### config.mk
export PLATFORM = sky130hd
export DESIGN_NAME = axi_err_slv
export DESIGN_NICKNAME = d
export VERILOG_FILES = /design/src/rtl/axi_pkg.sv /design/src/rtl/axi_err_slv_rd.sv /design/src/rtl/axi_err_slv.sv
export SDC_FILE = /design/constraint.sdc
export NUM_CORES = 1
export LEC_CHECK = 0
export CAP_MARGIN = 5
export CORE_MARGIN = 3
export CORE_UTILIZATION = 40
export CTS_BUF_LIST = sky130_fd_sc_hd__clkbuf_4 sky130_fd_sc_hd__clkbuf_8
export CTS_CLUSTER_SIZE = 16
export DETAILED_ROUTE_END_ITERATION = 10
export PLACE_DENSITY_LB_ADDON = 0.05
export SLEW_MARGIN = 0
export SYNTH_ARGS = -nofsm -noshare
export SYNTH_HDL_FRONTEND = slang
export SYNTH_HIERARCHICAL = 1
export SYNTH_SLANG_ARGS = --single-unit
### constraint.sdc
create_clock -name clk -period 2.8 [get_ports clk]
set_clock_uncertainty 0.15 [all_clocks]
set_input_delay 0.42 -clock clk [delete_from_list [all_inputs] [get_ports clk]]
set_output_delay 0.42 -clock clk [all_outputs]
set_load 0.03 [all_outputs]
### src/rtl/axi_pkg.sv
// Shared AXI response codes, burst length type and error-slave FSM states.
package axi_pkg;

    localparam logic [1:0] AXI_RESP_OKAY   = 2'b00;
    localparam logic [1:0] AXI_RESP_EXOKAY = 2'b01;
    localparam logic [1:0] AXI_RESP_SLVERR = 2'b10;
    localparam logic [1:0] AXI_RESP_DECERR = 2'b11;

    typedef logic [7:0] axi_len_t;

    typedef enum logic [1:0] {
        W_IDLE = 2'd0,
        W_DATA = 2'd1,
        W_RESP = 2'd2
    } w_state_e;

    typedef enum logic {
        R_IDLE = 1'b0,
        R_DATA = 1'b1
    } r_state_e;

endpackage

### src/rtl/axi_err_slv_rd.sv
// Read burst generator for the AXI error slave: answers each AR with
// arlen+1 error beats and a correct rlast.
module axi_err_slv_rd
    import axi_pkg::*;
#(
    parameter int unsigned     AXI_ID_W   = 8,
    parameter int unsigned     AXI_DATA_W = 64,
    parameter logic [1:0]      RESP_CODE  = AXI_RESP_DECERR,
    parameter logic [AXI_DATA_W-1:0] RDATA_FILL = '0
) (
    input  logic                  clk,
    input  logic                  rst,
    input  logic                  en,
    input  logic                  arvalid,
    output logic                  arready,
    input  axi_len_t              arlen,
    input  logic [AXI_ID_W-1:0]   arid,
    output logic                  rvalid,
    input  logic                  rready,
    output logic [AXI_ID_W-1:0]   rid,
    output logic [1:0]            rresp,
    output logic [AXI_DATA_W-1:0] rdata,
    output logic                  rlast
);

    r_state_e              state_q, state_d;
    axi_len_t              cnt_q, cnt_d;
    logic [AXI_ID_W-1:0]   rid_q, rid_d;

    always_comb begin
        state_d = state_q;
        cnt_d   = cnt_q;
        rid_d   = rid_q;
        unique case (state_q)
            R_IDLE: begin
                if (arready && arvalid) begin
                    rid_d   = arid;
                    cnt_d   = arlen;
                    state_d = R_DATA;
                end
            end
            R_DATA: begin
                if (rready) begin
                    if (cnt_q == '0) begin
                        state_d = R_IDLE;
                    end else begin
                        cnt_d = cnt_q - axi_len_t'(1);
                    end
                end
            end
        endcase
    end

    always_ff @(posedge clk) begin
        if (rst) begin
            state_q <= R_IDLE;
            cnt_q   <= '0;
            rid_q   <= '0;
        end else begin
            state_q <= state_d;
            cnt_q   <= cnt_d;
            rid_q   <= rid_d;
        end
    end

    assign arready = en && (state_q == R_IDLE);
    assign rvalid  = (state_q == R_DATA);
    assign rlast   = rvalid && (cnt_q == '0);
    assign rid     = rvalid ? rid_q : '0;
    assign rresp   = rvalid ? RESP_CODE : 2'b00;
    assign rdata   = rvalid ? RDATA_FILL : '0;

endmodule

### src/rtl/axi_err_slv.sv
// AXI4 error/default slave: completes every write with one B and every
// read with arlen+1 R beats, all carrying RESP_CODE.
module axi_err_slv
    import axi_pkg::*;
#(
    parameter int unsigned     AXI_ID_W   = 8,
    parameter int unsigned     AXI_DATA_W = 64,
    parameter logic [1:0]      RESP_CODE  = AXI_RESP_DECERR,
    parameter logic [AXI_DATA_W-1:0] RDATA_FILL = {AXI_DATA_W{1'b0}}
) (
    input  logic                  clk,
    input  logic                  rst,
    input  logic                  mst_awvalid,
    output logic                  mst_awready,
    input  logic [7:0]            mst_awlen,
    input  logic [AXI_ID_W-1:0]   mst_awid,
    input  logic                  mst_wvalid,
    output logic                  mst_wready,
    input  logic                  mst_wlast,
    output logic                  mst_bvalid,
    input  logic                  mst_bready,
    output logic [AXI_ID_W-1:0]   mst_bid,
    output logic [1:0]            mst_bresp,
    input  logic                  mst_arvalid,
    output logic                  mst_arready,
    input  logic [7:0]            mst_arlen,
    input  logic [AXI_ID_W-1:0]   mst_arid,
    output logic                  mst_rvalid,
    input  logic                  mst_rready,
    output logic [AXI_ID_W-1:0]   mst_rid,
    output logic [1:0]            mst_rresp,
    output logic [AXI_DATA_W-1:0] mst_rdata,
    output logic                  mst_rlast
);

    // Holds the address channels closed while rst is high and for the
    // edge that samples its release.
    logic en_q, en_d;

    w_state_e            w_state_q, w_state_d;
    logic [AXI_ID_W-1:0] bid_q, bid_d;

    logic unused_awlen;
    assign unused_awlen = ^mst_awlen;

    assign en_d = 1'b1;

    always_comb begin
        w_state_d = w_state_q;
        bid_d     = bid_q;
        unique case (w_state_q)
            W_IDLE: begin
                if (mst_awready && mst_awvalid) begin
                    bid_d     = mst_awid;
                    w_state_d = W_DATA;
                end
            end
            W_DATA: begin
                if (mst_wvalid && mst_wlast) begin
                    w_state_d = W_RESP;
                end
            end
            W_RESP: begin
                if (mst_bready) begin
                    w_state_d = W_IDLE;
                end
            end
            default: w_state_d = W_IDLE;
        endcase
    end

    always_ff @(posedge clk) begin
        if (rst) begin
            en_q      <= 1'b0;
            w_state_q <= W_IDLE;
            bid_q     <= '0;
        end else begin
            en_q      <= en_d;
            w_state_q <= w_state_d;
            bid_q     <= bid_d;
        end
    end

    assign mst_awready = en_q && (w_state_q == W_IDLE);
    assign mst_wready  = (w_state_q == W_DATA);
    assign mst_bvalid  = (w_state_q == W_RESP);
    assign mst_bid     = mst_bvalid ? bid_q : '0;
    assign mst_bresp   = mst_bvalid ? RESP_CODE : 2'b00;

    axi_err_slv_rd #(
        .AXI_ID_W   (AXI_ID_W),
        .AXI_DATA_W (AXI_DATA_W),
        .RESP_CODE  (RESP_CODE),
        .RDATA_FILL (RDATA_FILL)
    ) u_rd (
        .clk     (clk),
        .rst     (rst),
        .en      (en_q),
        .arvalid (mst_arvalid),
        .arready (mst_arready),
        .arlen   (mst_arlen),
        .arid    (mst_arid),
        .rvalid  (mst_rvalid),
        .rready  (mst_rready),
        .rid     (mst_rid),
        .rresp   (mst_rresp),
        .rdata   (mst_rdata),
        .rlast   (mst_rlast)
    );

endmodule

Fig. 1: M1 wires
Scale: 6 px per um. Supply wires on this layer in gray.
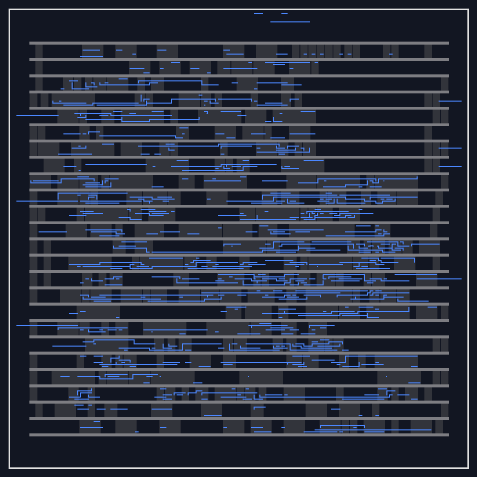
wire length on this layer: 1740 um
nets with wire on the layer: 263
share of all routed wire: 41%
main direction: horizontal
final routed wirelength across all metal layers: 4.22 mm
fraction of met1 tracks used by global routing: 0.172
Vias: 1585

Fig. 2: signal wires on met2
Scale: 6 px per um.
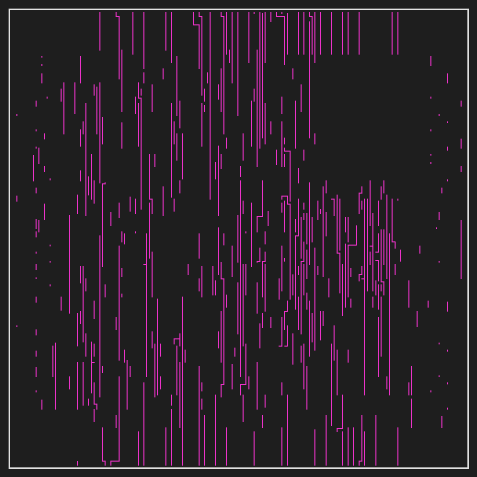
longest straight run: 32.6 um
nets with wire on the layer: 280
main direction: vertical
share of all routed wire: 48%

==> notes.org <==
#+TITLE: Synthesis and PnR summary

** Run status
- The run finished with clean final reports.

** Yosys
- Among all cell types in the netlist, the one instantiated most often is sky130_fd_sc_hd__buf_4.
- The synthesized design contains 28 register bits.
- Most area-hungry cell type in the Yosys netlist :: sky130_fd_sc_hd__dfxtp_1
- Count of library flops with an enable pin :: 0
- Number of distinct library cells after synthesis :: 41
- Of the post-synthesis cell area, the dominant cell type holds 0.284.
- Synthesis warning total :: 6
- Part of the Yosys area used for sequential elements :: 0.284
- In the post-synthesis netlist, the biggest area contributors are sky130_fd_sc_hd__dfxtp_1, sky130_fd_sc_hd__buf_4, sky130_fd_sc_hd__nand2_1.
- Number of cell instances after yosys synthesis :: roughly 250
- For this run, asynchronously set or reset flops after synthesis account for 0.
- Synthesis produced a netlist whose cell count is between 200 and 300.
- Top flip-flop cell by instance count after synthesis :: sky130_fd_sc_hd__dfxtp_1
- Avg Cell Area, Syn :: 7.83 um2
- Most used standard cells in the synthesized netlist :: sky130_fd_sc_hd__buf_4, sky130_fd_sc_hd__nand2_1, sky130_fd_sc_hd__dfxtp_1
- Summing every instance area after synthesis gives 1970 um2.
- YS chip area :: a little under 2000 um2

** Die
- Chip height :: 76.2 um
- Die Wd :: 76.2 um
- Area of the chip :: 5810 um2
- The initial utilization of the core area, before any placement, comes to 0.432.
- Across the placement rows, the number of tap cells is around 65.
- In this run the standard cell core region covers 4560 um2.
- Site Rows :: 24
- For this design the top-level I/O count stands at roughly 130.

** Worst setup path
- The number of cells on the worst reg-to-reg path is 4.
- Signal arrival time at the worst endpoint :: 2.00 ns
- The required time at the worst endpoint is listed as about 2.2 ns.
- STA classifies the critical path startpoint as a flop.
- Cell Chain, Critical Path :: inv_1 -> ha_1 -> nor3b_1 -> and3_2 -> clkdlybuf4s50_1
- Looking at the reg2reg group, the worst path starts from u_rd/rvalid.
- By startpoint and endpoint, the worst setup path is classified as flop to output port.
- Across all register-to-register paths, the minimum setup slack is 0.87 ns.
- Per the STA report, the cell with the highest stage delay on the worst path is sky130_fd_sc_hd__clkdlybuf4s50_1.
- Largest driver fanout on the critical path :: 5
- Critical R2R Capture :: u_rd/cnt_q[2]
- Among all stages on the critical path, the maximum delay recorded is around 0.66 ns.
- STA classifies the critical path endpoint as an output port.

** Clocking
- Looking at the worst setup and hold paths, the clock pins of their registers show a slew of 0.10 ns.
- Number of resized instances in the post-cts repair step :: 0
- TritonCTS clock tree :: done
- Hold-fix buffers, CTS :: 0
- The later pin in the worst-skew pair is clocked with a latency of 0.27 ns.
- Clock tree root buffer cell :: sky130_fd_sc_hd__clkbuf_8
- The CTS report gives the tree buffer count as 3.
- Per the CTS log, the maximum H-tree level is 1.
- Largest buffer count on any clock path :: 2
- The CTS log lists the clock sinks for this run as 28.
- The number of setup buffers added after CTS is 0.

** Cells and area
- The final layout contains around 350 nets.
- The fraction of cell area in multi-input combinational cells is reported as 0.434.
- The layout report lists the combined flip-flop and latch area as 561 um2.
- Share of final-layout standard cells stronger than drive strength 1 :: 0.0627
- Per the layout report, the design carries 3 clock buffers.
- Number of logic gates :: 200
- Inverter tally of the final layout excluding the clock network :: 7
- In the final design, more cell area goes to multi-input combinational cells than to any other class.
- The multi-input combinational cells in the finished layout cover a total of 1040 um2.
- Final-layout non-clock buffer area share :: 0.259
- Clock-cell share of area :: 0.0296
- Syn-to-layout area delta :: 22.0%
- Flop Count :: 28
- Top Registers :: bid_q: 8 flops, u_rd/cnt_q: 8 flops, u_rd/rid_q: 8 flops
- The final layout report lists a filler cell count of 475.
- Per the layout report, the design carries 64 non-clock buffers.
- The final antenna diode tally reported by the flow is 0.
- Sequential cell area share :: 0.233

** Pwr
- In the power breakdown, the biggest contributor is sequential cells.
- The switching component of the power was reported as 383 uW.
- In the power breakdown, the internal column shows roughly 740 uW.
- The share of total power dissipated in sequential elements is 0.398.
- P_seq :: approximately 450 uW
- PnR Total Power :: between 1000 and 1500 uW
- The power report attributes to the combinational group a share of 0.315.
- The leakage power in the latest report is a little over 0.001 uW.
- Power in the clock group :: around 320 uW
- Combinational cell power :: 352 uW
- Share of total power in the clock network :: 0.286
- Net Sw Frac :: 0.342
- Pwr Density :: 464 nW/um2
- Per the power-grid run, VDD falls by no more than 0.000403 V.

** Route
- Per the log, the first TritonRoute iteration ended with a DRC count of between 60 and 70.
- # DRC :: 0
- Wire per inst :: roughly 11 um
- Using the TritonRoute via totals, the vias-per-cell ratio works out to 4.31.
- The detail route stage leaves a number of antenna-violating nets equal to 0.
- According to the report, the first pass of detailed routing completed in 4 iterations.

** Timing
- Final-report setup violation count :: 0
- Highest Clock Rate :: 390 MHz
- Max-slew check failures listed in the final report amount to 0.
- Number of hold-slack violations in the final timing report :: 0
- Hold Worst Slack :: slightly above 0.3 ns
- For the final routed database, the setup TNS stands at 0 ns.
- Looking at the max-slew report, the worst-margin pin has a slew of 0.591 ns.
- Unrepaired setup endpoints after global routing :: no
- The final timing summary puts the cycle share of the worst path at 0.917.
- Minimum period implied by the final worst setup slack :: 2.57 ns
- Remaining max-slew budget at the tightest pin :: 0.605

** GRT
- Entering global routing, the biggest net connects 22 pins.
- Global-route wire length before repair :: 6.85 mm
- The via count of the first global-routing pass is ~1500.
- The initial antenna violation count was 0.
- Global routing finished with a remaining overflow of 0.
- Overall routing resource usage recorded by global route was 0.141.

** Place
- The HPWL after detailed placement is 3.18 mm.
- Routability congestion estimate from global placement :: 0.765
- Port-buffer cells :: 57

** Hold path
- Class of the worst hold path :: flop to flop
- Hold Path Cell Cnt :: 2
- Min-delay src :: bid_q[4]
- For hold timing, the worst endpoint is bid_q[4].

** Flow run
- Tool Warnings :: 35
- Maximum capacitance violations :: 0
==> worst max-delay path by stage <==
stage               slack, ns         end           from
floorplan                0.76  mst_rid[0]    u_rd/rvalid
global placement         0.53   mst_rlast  u_rd/cnt_q[0]
detailed placement       0.55   mst_rlast  u_rd/cnt_q[0]
CTS                      0.21   mst_rlast  u_rd/cnt_q[0]
global route             0.09   mst_rlast  u_rd/cnt_q[0]
finish                   0.23   mst_rlast  u_rd/cnt_q[0]
==> cells by family after synthesis <==
| family | after synthesis | share of synthesized area |
|---|---|---|
| compound gates | 46 | 0.150 |
| fa+ha+maj | 2 | 0.0127 |
| buf+inv | 87 | 0.306 |
| flops | 28 | 0.284 |
| mux | 2 | 0.0101 |
| other cells | 1 | 0.00190 |
| simple gates | 86 | 0.235 |
==> stage by stage <==
step,std cells,setup WS (ns),util,instance area (um2)
2_1_floorplan,315,0.763,-,2210
3_3_place_gp,364,0.535,0.512,2340
3_5_place_dp,364,0.547,0.512,2340
4_1_cts,368,0.209,0.527,2410
5_1_grt,368,0.0891,0.527,2410
6_report,368,0.233,0.527,2410
==> layout by cell type (no fill, tap or decap), types with 2 or more instances in the layout <==
| cell | netlist | routed |
|---|---|---|
| sky130_fd_sc_hd__o21ai_0 | 2 | 2 |
| sky130_fd_sc_hd__nor3b_1 | 2 | 2 |
| sky130_fd_sc_hd__conb_1 | 1 | 64 |
| sky130_fd_sc_hd__o32ai_1 | 2 | 2 |
| sky130_fd_sc_hd__ha_1 | 2 | 2 |
| sky130_fd_sc_hd__a211oi_1 | 2 | 2 |
| sky130_fd_sc_hd__a31o_1 | 2 | 2 |
| sky130_fd_sc_hd__a31oi_1 | 2 | 2 |
| sky130_fd_sc_hd__o22ai_1 | 4 | 4 |
| sky130_fd_sc_hd__a22oi_1 | 2 | 2 |
| sky130_fd_sc_hd__nor2_1 | 5 | 5 |
| sky130_fd_sc_hd__clkbuf_8 | 1 | 3 |
| sky130_fd_sc_hd__mux2i_1 | 2 | 2 |
| sky130_fd_sc_hd__and4b_1 | 3 | 3 |
| sky130_fd_sc_hd__buf_4 | 69 | 7 |
| sky130_fd_sc_hd__nor3_1 | 2 | 2 |
| sky130_fd_sc_hd__clkdlybuf4s50_1 | 0 | 57 |
| sky130_fd_sc_hd__and2_1 | 16 | 16 |
| sky130_fd_sc_hd__nand3_1 | 3 | 3 |
| sky130_fd_sc_hd__nand2_1 | 40 | 40 |
| sky130_fd_sc_hd__dfxtp_1 | 28 | 28 |
| sky130_fd_sc_hd__inv_1 | 7 | 7 |
| sky130_fd_sc_hd__a21oi_2 | 2 | 2 |
| sky130_fd_sc_hd__a21oi_1 | 24 | 24 |
| sky130_fd_sc_hd__nor2b_1 | 5 | 5 |
==> critical path: cells and delay by family, from the launching register on <==
family / cells / cell delay [ns]
fa+ha+maj: 1 / 0.15
buf+inv: 2 / 0.77
flops: 1 / 0.36
simple gates: 2 / 0.44
==> layer usage <==
layer  vias to the layer above  track usage  wire length (um)
met2                        75        0.244              2040
met5                         -            0                 0
li1                        804            -                 -
met4                         0       0.0344                36
met1                       704        0.172              1740
met3                         2       0.0402               408
Power figures rest on the tool's default switching activity, not on a simulated workload.
